[src/rtl/xor_parity_rx.sv]
// xor_parity_rx: serial frame receiver with running-XOR parity check.
// Frames arrive LSB-first: DATA_W data bits, then one parity bit. The
// deserialised word and its pass/fail flag go out on a one-entry output slot.
//
// Output handshake: dout_valid, dout and parity_err are held stable from the
// cycle dout_valid rises until the cycle dout_valid & dout_ready is true. The
// word transfers on that rising edge. A frame that completes while the slot is
// held (dout_valid & !dout_ready) is dropped and reported on overrun.
module xor_parity_rx #(
  parameter int DATA_W     = 8,
  parameter int ODD_PARITY = 0,
  parameter int ERR_CNT_W  = 8
) (
  input  logic                 clk,
  input  logic                 rst,
  input  logic                 sin_valid,
  input  logic                 sin_bit,
  input  logic                 sin_start,
  output logic [DATA_W-1:0]    dout,
  output logic                 dout_valid,
  input  logic                 dout_ready,
  output logic                 parity_err,
  output logic [ERR_CNT_W-1:0] err_count,
  output logic                 overrun,
  output logic                 frame_abort
);

  localparam int   CNT_W = $clog2(DATA_W + 1);
  localparam logic ODD   = (ODD_PARITY != 0);

  typedef enum logic [1:0] {
    IDLE   = 2'd0,
    DATA   = 2'd1,
    PARITY = 2'd2
  } state_t;

  state_t            state, state_nxt;
  logic [DATA_W-1:0] shreg, shreg_nxt;
  logic [CNT_W-1:0]  cnt, cnt_nxt;
  logic              xr, xr_nxt;
  logic              complete;
  logic              frame_err;
  logic              abort_nxt;
  logic              slot_free;

  // The slot can take a new word if empty or being emptied this same cycle.
  assign slot_free = !dout_valid || dout_ready;

  // Next-state and frame datapath; a start bit restarts from any state.
  always_comb begin
    state_nxt = state;
    shreg_nxt = shreg;
    cnt_nxt   = cnt;
    xr_nxt    = xr;
    complete  = 1'b0;
    frame_err = 1'b0;
    abort_nxt = 1'b0;
    if (sin_valid) begin
      if (sin_start) begin
        abort_nxt = (state != IDLE);
        shreg_nxt = DATA_W'(sin_bit);
        xr_nxt    = sin_bit;
        cnt_nxt   = CNT_W'(1);
        state_nxt = DATA;
      end else begin
        case (state)
          DATA: begin
            // Bits above cnt are still zero since the start cleared them.
            shreg_nxt = shreg | (DATA_W'(sin_bit) << cnt);
            xr_nxt    = xr ^ sin_bit;
            cnt_nxt   = cnt + CNT_W'(1);
            if (cnt == CNT_W'(DATA_W - 1)) state_nxt = PARITY;
          end
          PARITY: begin
            complete  = 1'b1;
            frame_err = xr ^ sin_bit ^ ODD;
            cnt_nxt   = '0;
            xr_nxt    = 1'b0;
            state_nxt = IDLE;
          end
          default: ;
        endcase
      end
    end
  end

  // Frame state register.
  always_ff @(posedge clk or posedge rst) begin
    if (rst) begin
      state <= IDLE;
      shreg <= '0;
      cnt   <= '0;
      xr    <= 1'b0;
    end else begin
      state <= state_nxt;
      shreg <= shreg_nxt;
      cnt   <= cnt_nxt;
      xr    <= xr_nxt;
    end
  end

  // Output slot, status pulses and saturating parity error counter.
  always_ff @(posedge clk or posedge rst) begin
    if (rst) begin
      dout        <= '0;
      dout_valid  <= 1'b0;
      parity_err  <= 1'b0;
      err_count   <= '0;
      overrun     <= 1'b0;
      frame_abort <= 1'b0;
    end else begin
      overrun     <= complete && !slot_free;
      frame_abort <= abort_nxt;
      if (complete && slot_free) begin
        dout       <= shreg;
        parity_err <= frame_err;
        dout_valid <= 1'b1;
      end else if (dout_valid && dout_ready) begin
        dout_valid <= 1'b0;
      end
      if (complete && frame_err && (err_count != '1)) begin
        err_count <= err_count + ERR_CNT_W'(1);
      end
    end
  end

endmodule
[config.mk]
export PLATFORM = sky130hd
export DESIGN_NAME = xor_parity_rx
export DESIGN_NICKNAME = d
export VERILOG_FILES = /design/src/rtl/xor_parity_rx.sv
export SDC_FILE = /design/constraint.sdc
export NUM_CORES = 1
export LEC_CHECK = 0
export ABC_AREA = 1
export CAP_MARGIN = 40
export CORE_MARGIN = 3
export CORE_UTILIZATION = 45
export DETAILED_ROUTE_END_ITERATION = 8
export PLACE_DENSITY = 0.68
export SYNTH_ARGS = -nofsm -noshare
export SYNTH_HDL_FRONTEND = slang
export SYNTH_SLANG_ARGS = --single-unit
[constraint.sdc]
create_clock -name clk -period 2.5 [get_ports clk]
set_input_delay 0.25 -clock clk [delete_from_list [all_inputs] [get_ports clk]]
set_output_delay 0.25 -clock clk [all_outputs]
set_load 0.005 [all_outputs]
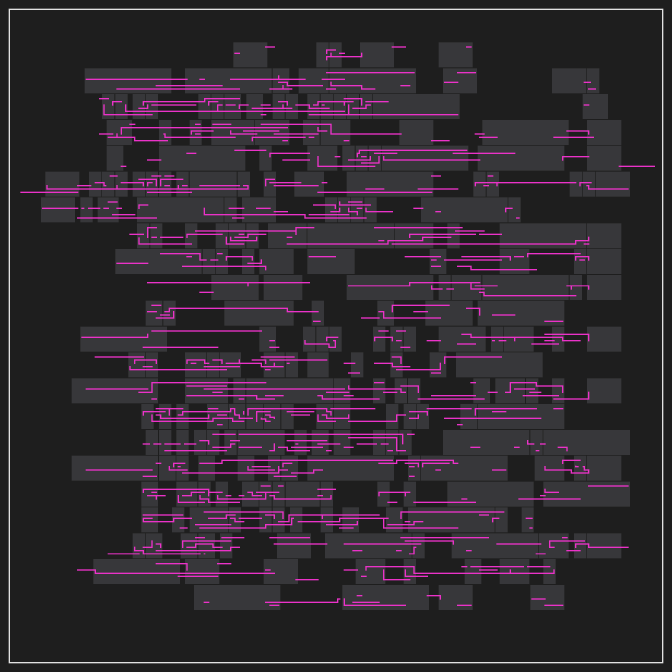
run_1/met1.png
Cells faint in the background.
wire length on this layer: 1600 µm
nets with wire on the layer: 237
longest straight run: 23.0 µm

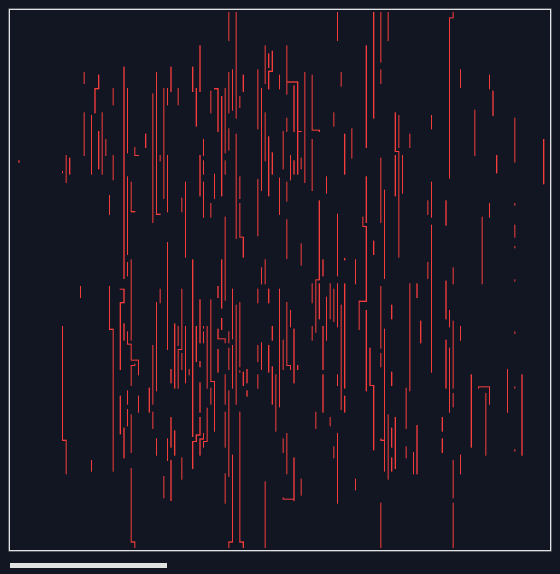
run_1/met2.png
Scale bar: 20 µm.
longest straight run: 26.9 µm
share of all routed wire: 46%
nets with wire on the layer: 183
wire length on this layer: 1470 µm
main direction: vertical
GR Util met2: 25.1%
drt total wl: 3.21 mm
via count: 1399

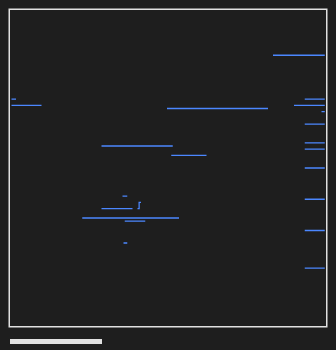
run_1/met3.png
Scale bar: 20 µm.
longest straight run: 21.6 µm
share of all routed wire: 4.2%
main direction: horizontal

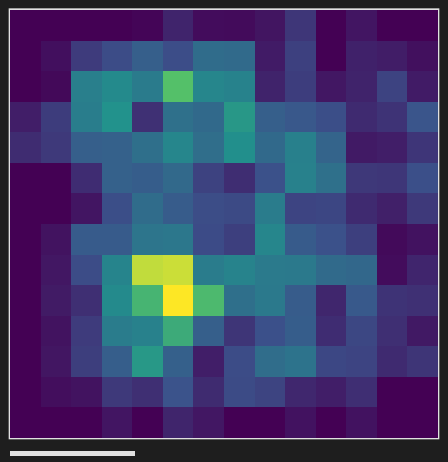
run_1/wire_density.png
Scale bar: 20 µm. The die is cut into 14 by 14 equal tiles; dark purple is low, yellow is high, scaled to the fullest tile. Values are wire area over tile area, all layers added.
nearly empty tiles: 16%
tiles over half the peak: 5.1%
fullest tile: 0.50
All-Layer GR Usage: 15.8%
WL per Instance: 10.8 µm

==> results_slide.txt, run 1 <==
Key Metrics from the Run

Run status
  – Status: completed

Floorplanning
  – Floorplan Utilization: between 40% and 50%
  – Tapcells: around 48
  – Num rows: 22

GRT
  – Initial antenna violation count: 0

Clock tree
  – Setup Buffers After CTS: 0
  – Root buffer cell: clkbuf_8
  – Clock sinks: 35
  – TritonCTS Buffers: 5
  – # hold bufs at CTS: 0

Power and ir drop
  – Register share of total power: around 52%
  – Highest-power group: registers
  – Switching pwr: between 0.0003 and 0.0004 W

Worst setup path
  – Worst R2R Path Depth: 7
  – Max Fanout on Critical Path: 7
  – Startpoint Class: register
  – Required time of the critical path: 2250 ps
  – Delay-heaviest family, CP: buffers and inverters
  – WP data arrival: between 1000 and 1500 ps
  – Crit path launch: err_count[2]$_DFFE_PP0P_

Flow run
  – Tool warnings: 26
  – Max_cap viols: 0

Synth
  – Yosys xor share: approximately 1.5%
  – Yosys warns: 0
  – Floorplan Nets: 225
  – Mux area share: 0%
  – Synthesized instance count: between 200 and 250
  – Main logic family: simple AND/OR/NAND/NOR gates
  – Adder share: ~1.4%
  – Post-synth seq share: roughly half
  – Yosys Instances: roughly 220

Cells and area
  – Sequential cell area share: roughly two fifths
  – FFs & Latches: 35
  – Logic area: ~760 µm²
  – P&R area growth vs syn: 22.3%
  – Final core utilization: roughly 58%
  – Clock buf count: 6

Detailed routing
  – Drt initial violations: roughly 73
  – DRC violations left: 0
  – Vias/cell: ~4.7
  – Count of antenna-violating nets left after detailed routing: 0

STA
  – Unrepaired setup endpoints after global routing: false
  – Minimum clock period: ~1500 ps
  – Hold_ws: approximately 380 ps
  – # setup viols final: 0
  – Post-route clock period utilization: between 60% and 70%
  – Max Clk Rate: approximately 650 MHz
  – Clock Skew: 4.16 ps

Place
  – Dpl cells: a little under 300
  – Worst slack at placement: slightly above 900 ps
  – Area post-placement: 2070 µm²
[run 1: routing by layer]
metal | share of wire (%) | vias up | global-route usage (%) | routed length [µm]
li1 | - | 744 | - | -
met1 | 50 | 624 | 21.5 | 1600
met2 | 46 | 29 | 25.1 | 1470
met3 | 4.2 | 2 | 3.40 | 135
met4 | 0.31 | 0 | 4.47 | 10
met5 | 0 | - | 0 | 0
[run 1: synthesized netlist by cell type (all sizes together)]
library cell,count,area (µm²)
nor2,17,87.6
a21oi,9,45.0
buf,1,11.3
dfrtp,35,876
or2,1,6.26
o21ai,19,129
nand3b,1,7.51
xor2,1,8.76
nand4,3,18.8
nor3,1,10.0
ha,2,25.0
inv,32,120
xnor2,2,17.5
nand2,77,319
nand3,16,85.1
run_1/final_clocks.png
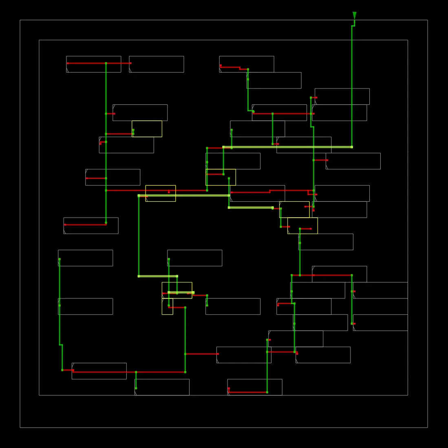

==> run 2, diff against run 1 <==
Settings changed: PLACE_DENSITY 0.68 to 0.71.
Clock period 2.5 ns to 1.3 ns, I/O delays scaled along.
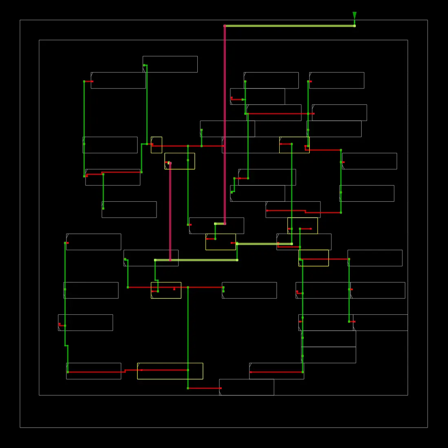
run_2/final_clocks.png
TritonCTS Buffers: 5
FFs & Latches: 35

==> run 2 against run 1 <==
Worst setup slack got worse by 910 ps. Sequential share of layout area decreased by 4.0 points. Utilization is 6.6 points higher. Combinational power rose by 130%. Design area rose by 11%. Global-route usage rose by 2.3 points. Cell count is 6.7% higher. Critical path type unchanged. Largest cell class unchanged.
==> results_slide.txt, run 2 <==
Key Metrics from the Run

Clock tree
  – Root buffer cell: clkbuf_8
  – Setup Buffers After CTS: 5 (+5)
  – Clock sinks: 35 (unchanged)
  – # hold bufs at CTS: 0 (unchanged)

Detailed routing
  – Vias/cell: 4.82 (+2.4%)
  – Drt total wl: 3.69 mm (+15%)
  – Count of antenna-violating nets left after detailed routing: 0 (unchanged)
  – Routed met2 length: 1.78 mm (+21%)
  – Post-Route M1 WL: 1.68 mm (+5.0%)
  – WL per Instance: 11.6 µm (+7.6%)
  – Metal3 WL: 164 µm (+21%)
  – Via count: 1529 (+9.3%)

Synth
  – Adder share: 1.42% (unchanged)
  – Synth area leader: dfrtp_1
  – Floorplan Nets: 225 (unchanged)
  – Yosys Instances: 217 (unchanged)
  – Mux area share: 0% (unchanged)
  – Main flop type: dfrtp_1
  – Flip-flops with a built-in enable: 0 (unchanged)
  – Top-count cell post-synth: nand2_1
  – Yosys xor share: 1.49% (unchanged)
  – Synthesized instance count: 217 (unchanged)
  – Most common library cells after synthesis: 71 x nand2_1, 35 x dfrtp_1, 29 x inv_1
  – Post-synth seq share: 49.6% (unchanged)
  – Top area cell types: dfrtp_1 50%, nand2_1 15%, inv_1 6.2%, o21ai_2 4.5%, nand3_1 4.2%

GRT
  – All-Layer GR Usage: 18.0% (+2.3 points)
  – GR Util met2: 30.4% (+5.2 points)
  – M3 GR Usage: 3.57% (+0.16 points)
  – Grt peak-use layer: met2

Worst setup path
  – Delay-heaviest family, CP: buffers and inverters
  – WP data arrival: 1120 ps (-170 ps)
  – Startpoint Class: register

Floorplanning
  – Tapcells: 48 (unchanged)
  – Floorplan Utilization: 47.5% (unchanged)
  – Num rows: 22 (unchanged)

STA
  – Post-route clock period utilization: a little over nine tenths
  – Hold_ws: 191 ps (-185 ps)
  – Max Clk Rate: 800 MHz
  – Unrepaired setup endpoints after global routing: false
  – Clock Skew: 3.60 ps (-0.567 ps)

Cells and area
  – Sequential cell area share: 36.5% (-4.0 points)
  – P&R area growth vs syn: 36.1%
  – Logic area: 790 µm² (+4.0%)

Flow run
  – Max_cap viols: 0 (unchanged)
  – Tool warnings: 26 (unchanged)

Run status
  – Status: completed

Place
  – Dpl cells: 303 (+4.5%)
  – Worst slack at placement: -124 ps (-1030 ps)
## run 2: worst paths after layout
kind                                           from                       end  slack, ps  depth (start not counted)
min                                             rst    dout_valid$_DFFE_PP0P_        190                          3
max reg2reg                err_count[0]$_DFFE_PP0P_  err_count[3]$_DFFE_PP0P_         90                          7
max in group asynchronous                       rst  err_count[2]$_DFFE_PP0P_        920                          3
min in group clk                dout[7]$_DFFE_PP0P_       dout[7]$_DFFE_PP0P_        480                          2
min reg2reg                     dout[7]$_DFFE_PP0P_       dout[7]$_DFFE_PP0P_        480                          2
max                           frame_abort$_DFF_PP0_               frame_abort         50                          1
## run 2: power by group
| part | switching (W) | internal (W) |
|---|---|---|
| Clock | 0.000380 | 0.000620 |
| Sequential | 0.0000508 | 0.00117 |
| Combinational | 0.000259 | 0.000181 |
| Total | 0.000690 | 0.00197 |
Power figures rest on the tool's default switching activity, not on a simulated workload.
